**Signal wires by layer**

(4 px per um) Two of the layers only.
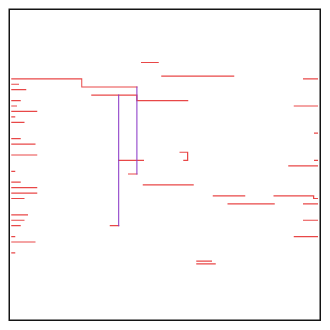
**Clock wires, drivers and flops**

(6 px per um)
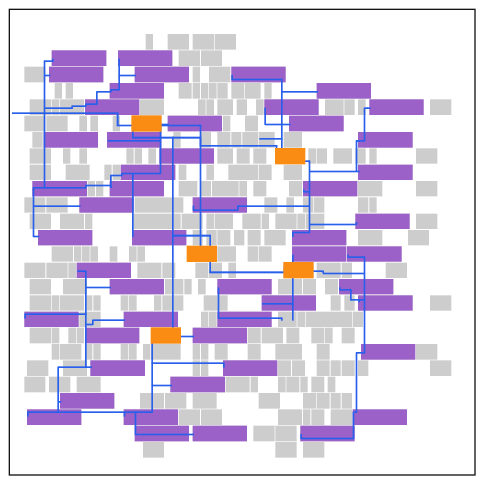
==> config.mk <==
export PLATFORM = sky130hd
export DESIGN_NAME = crc_check
export DESIGN_NICKNAME = d
export VERILOG_FILES = /design/src/rtl/crc_check.sv
export SDC_FILE = /design/constraint.sdc
export NUM_CORES = 1
export LEC_CHECK = 0
export CORE_MARGIN = 2
export CORE_UTILIZATION = 45
export DETAILED_ROUTE_END_ITERATION = 16
export HOLD_SLACK_MARGIN = 0.15
export PLACE_DENSITY = 0.82
export SYNTH_ARGS = -nofsm -noshare
export SYNTH_HDL_FRONTEND = slang
export SYNTH_SLANG_ARGS = --single-unit
==> constraint.sdc <==
create_clock -name clk -period 3.85 [get_ports clk]
set_input_delay 0.77 -clock clk [delete_from_list [all_inputs] [get_ports clk]]
set_output_delay 0.77 -clock clk [all_outputs]
set_load 0.1 [all_outputs]
==> src/rtl/crc_check.sv <==
// Serial CRC checker: divides a {data, crc} codeword by g(x)=x^5+x^4+x^2+1, one bit per clock.
// Define CRC_CORRECT_EN to add single-bit error correction and the 'corrected' output.
module crc_check #(
  parameter int DATA_W = 10,
  parameter int CRC_W  = 5,
  parameter logic [CRC_W-1:0] POLY = 5'h15,
  parameter int CNT_W  = 8
) (
  input  logic                     clk,
  input  logic                     rst_n,
  input  logic                     in_valid,
  output logic                     in_ready,
  input  logic [DATA_W+CRC_W-1:0]  codeword_in,
  output logic                     out_valid,
  input  logic                     out_ready,
  output logic [DATA_W-1:0]        data_out,
  output logic [CRC_W-1:0]         syndrome,
  output logic                     crc_ok,
  output logic [CNT_W-1:0]         err_cnt,
  input  logic                     cnt_clr,
  output logic                     busy
`ifdef CRC_CORRECT_EN
  ,
  output logic                     corrected
`endif
);

  localparam int CW = DATA_W + CRC_W;
  localparam int BW = $clog2(CW);

  typedef enum logic [1:0] {IDLE, SHIFT, DONE} state_t;

  state_t            state;
  logic [CW-1:0]     sh_reg;
  logic [CRC_W-1:0]  rem;
  logic [BW-1:0]     bit_cnt;
  logic [CRC_W:0]    t;
  logic [CRC_W-1:0]  next_rem;
  logic              last_step;
  logic [DATA_W-1:0] done_data;

  // One long-division step: shift the next codeword bit into the remainder.
  always_comb begin
    t         = {rem, sh_reg[bit_cnt]};
    next_rem  = t[CRC_W] ? (t[CRC_W-1:0] ^ POLY) : t[CRC_W-1:0];
    last_step = (state == SHIFT) && (bit_cnt == '0);
  end

`ifdef CRC_CORRECT_EN
  logic             fix_hit;
  logic [CRC_W-1:0] pw;

  // Walk x^k mod g for every codeword position; a match pinpoints the flipped bit.
  always_comb begin
    done_data = sh_reg[CW-1:CRC_W];
    fix_hit   = 1'b0;
    pw        = CRC_W'(1);
    for (int k = 0; k < CRC_W; k++) begin
      if (next_rem == pw) fix_hit = 1'b1;
      pw = pw[CRC_W-1] ? ((pw << 1) ^ POLY) : (pw << 1);
    end
    for (int k = CRC_W; k < CW; k++) begin
      if (next_rem == pw) begin
        fix_hit              = 1'b1;
        done_data[k-CRC_W]   = ~done_data[k-CRC_W];
      end
      pw = pw[CRC_W-1] ? ((pw << 1) ^ POLY) : (pw << 1);
    end
  end
`else
  always_comb begin
    done_data = sh_reg[CW-1:CRC_W];
  end
`endif

  always_ff @(posedge clk or negedge rst_n) begin
    if (!rst_n) begin
      state     <= IDLE;
      sh_reg    <= '0;
      rem       <= '0;
      bit_cnt   <= '0;
      out_valid <= 1'b0;
      data_out  <= '0;
      syndrome  <= '0;
      crc_ok    <= 1'b0;
      err_cnt   <= '0;
`ifdef CRC_CORRECT_EN
      corrected <= 1'b0;
`endif
    end else begin
      case (state)
        IDLE: begin
          if (in_valid) begin
            sh_reg  <= codeword_in;
            rem     <= '0;
            bit_cnt <= BW'(CW - 1);
            state   <= SHIFT;
          end
        end
        SHIFT: begin
          rem <= next_rem;
          if (bit_cnt == '0) begin
            state     <= DONE;
            syndrome  <= next_rem;
            crc_ok    <= (next_rem == '0);
            data_out  <= done_data;
            out_valid <= 1'b1;
`ifdef CRC_CORRECT_EN
            corrected <= fix_hit;
`endif
          end else begin
            bit_cnt <= bit_cnt - 1'b1;
          end
        end
        DONE: begin
          if (out_ready) begin
            out_valid <= 1'b0;
            state     <= IDLE;
          end
        end
        default: state <= IDLE;
      endcase

      // Clear wins over a simultaneous error increment.
      if (cnt_clr)
        err_cnt <= '0;
      else if (last_step && (next_rem != '0) && (err_cnt != '1))
        err_cnt <= err_cnt + 1'b1;
    end
  end

  assign in_ready = (state == IDLE);
  assign busy     = (state != IDLE);

endmodule
==> impl_report.txt <==
RUN METRICS
----------------------------------------------------
[Outcome]
  Outcome ........................ finished, final reports clean

[Critical path]
  Crit path capture ........................ in_ready
  Beginning of the worst register-to-register path ........................ bit_cnt[1]
  Data required time at the worst endpoint ........................ around 3.1 ns
  Critical Path Sink Type ........................ output pin
  Critical Path Start Type ........................ register
  Delay of the slowest cell on the worst path ........................ 1.17 ns
  Crit-path slowest cell ........................ sky130_fd_sc_hd__clkdlybuf4s50_1

[Placed design]
  Post-DP HPWL ........................ about 3200 um
  IO buf count ........................ approximately 46

[Pwr]
  Maximum resistive drop on vdd ........................ 0.566 mV

[Floorplanning]
  Starting density of the core ........................ between 40 and 50%

[Final layout]
  NumNets Final ........................ 302
  Clock tree buffer count of the final layout ........................ 6
  Combinational gate area ........................ approximately 1100 sq um
  Multi-Input Combinational ........................ around 170
  Inverter count ........................ 3
  Largest cell class ........................ sequential cells
  Area growth, synth to finish ........................ 24.1%

[STA]
  Unrepaired setup endpoints after global routing ........................ no
  F_max ........................ around 0.34 GHz
  Final worst setup slack ........................ 0.933 ns
  Shortest period the worst path allows ........................ a little under 3 ns

[Route]
  Post-route DRC ........................ 0
  Number of search-and-repair iterations in the first detailed-routing pass ........................ 4
  Remaining antenna violation count after routing ........................ 0

[Logic synthesis]
  Synthesized instance count ........................ between 200 and 250
  Post-synth tally of flip-flops with integrated enable ........................ 0
  Portion of the post-synthesis area used by sequential elements ........................ 52.7%
  Synthesized net count ........................ 261

[Clock tree]
  Sinks on the clock net ........................ 51
  Clock Root Buffer ........................ sky130_fd_sc_hd__clkbuf_8
  Max clock buf depth ........................ 2
  Cell resize tally after clock tree synthesis ........................ 0

[Job]
  Stage-log warning count ........................ 26

----------------------------------------------------
Back to the opening pictures, 'signal wires by layer':
layer	color	wire length
met4	purple	54.4 um
met3	red	244 um
Overall Global Routing Usage: 17.2%
total wirelength of the detailed-routed design: 4700 um
via count: 1827
detailed-route wire length per cell: 13.4 um

Back to the opening pictures, 'clock wires, drivers and flops':
[flip-flops] purple | count: 51
[cells driving clock nets] orange | count: 5
[clock wires] blue | length: 596 um
routed clock nets	6

## metrics by stage
| stage | area, sq um | cells | power [uW] |
|---|---|---|---|
| after floorplan | 2420 | 239 | 2000 |
| after global placement | 2910 | 343 | 2280 |
| after detailed placement | 2910 | 343 | 2310 |
| after CTS | 3010 | 351 | 2640 |
| after global routing | 3010 | 351 | 2790 |
| final | 3010 | 351 | 2620 |
## synthesized netlist by cell type (2+ instances only)
cell                       instances  area share, %
sky130_fd_sc_hd__nand2_1          62            9.6
sky130_fd_sc_hd__buf_2             2           0.41
sky130_fd_sc_hd__ha_1              2            1.0
sky130_fd_sc_hd__clkbuf_1          8            1.2
sky130_fd_sc_hd__and2_1            2           0.52
sky130_fd_sc_hd__nor2b_1           7            1.8
sky130_fd_sc_hd__nor4_1            3           0.77
sky130_fd_sc_hd__nand2b_1          6            1.5
sky130_fd_sc_hd__and3_1            3           0.77
sky130_fd_sc_hd__or3_1             5            1.3
sky130_fd_sc_hd__nand3_1           3           0.62
sky130_fd_sc_hd__or2_2             2           0.52
sky130_fd_sc_hd__mux2i_1           4            1.7
sky130_fd_sc_hd__a22o_1            2           0.72
sky130_fd_sc_hd__a21oi_1           5            1.0
sky130_fd_sc_hd__nand4_1           5            1.3
sky130_fd_sc_hd__mux2_1            2           0.93
sky130_fd_sc_hd__nor2_1           11            1.7
sky130_fd_sc_hd__mux2_2           16            7.4
sky130_fd_sc_hd__o21ai_0          15            3.1
sky130_fd_sc_hd__xnor2_1           3            1.1
sky130_fd_sc_hd__dfrtp_1          51             53
sky130_fd_sc_hd__mux4_2            2            1.9
sky130_fd_sc_hd__inv_1             3           0.46
sky130_fd_sc_hd__xor2_1            2           0.72
## worst min-delay path, stage by stage, from the launching register on
cell	delay (ns)
sky130_fd_sc_hd__dfrtp_1	0.35
sky130_fd_sc_hd__nand2_1	0.05
sky130_fd_sc_hd__nand2_1	0.05
## routing by layer
metal / up-vias / part of all wire, % / GRT usage [%]
met1: 882 / 46 / 23.4
met4: 0 / 1.1 / 5.00
li1: 889 / - / -
met2: 51 / 48 / 27.6
met3: 5 / 5.2 / 4.30
met5: - / 0 / 0
## logic make-up after synthesis
kind of cell / after synthesis / share of synthesized area [%]
AOI/OAI and AO/OA: 27 / 6.97
muxes: 24 / 11.9
adders and majority gates: 2 / 1.03
DFF: 51 / 52.7
buffers and inverters: 15 / 2.89
and+or+nand+nor: 115 / 22.8
xor gates and xnor gates: 5 / 1.81
## power by group through the flow
stage | Sequential [uW] | Combinational [uW] | Clock [uW]
2_1_floorplan | 1410 | 589 | 0
3_3_place_gp | 929 | 1350 | 0
3_5_place_dp | 941 | 1370 | 0
4_1_cts | 931 | 1370 | 336
5_1_grt | 967 | 1460 | 358
6_report | 928 | 1360 | 329
## worst min path at each step
stage / depth (start not counted) / endpoint / from
after floorplan: 2 / sh_reg[4] / sh_reg[4]
after global placement: 2 / sh_reg[4] / sh_reg[4]
after detailed placement: 2 / sh_reg[2] / sh_reg[2]
after CTS: 2 / sh_reg[2] / sh_reg[2]
after global routing: 2 / sh_reg[4] / sh_reg[4]
final: 2 / sh_reg[2] / sh_reg[2]
Power figures rest on the tool's default switching activity, not on a simulated workload.
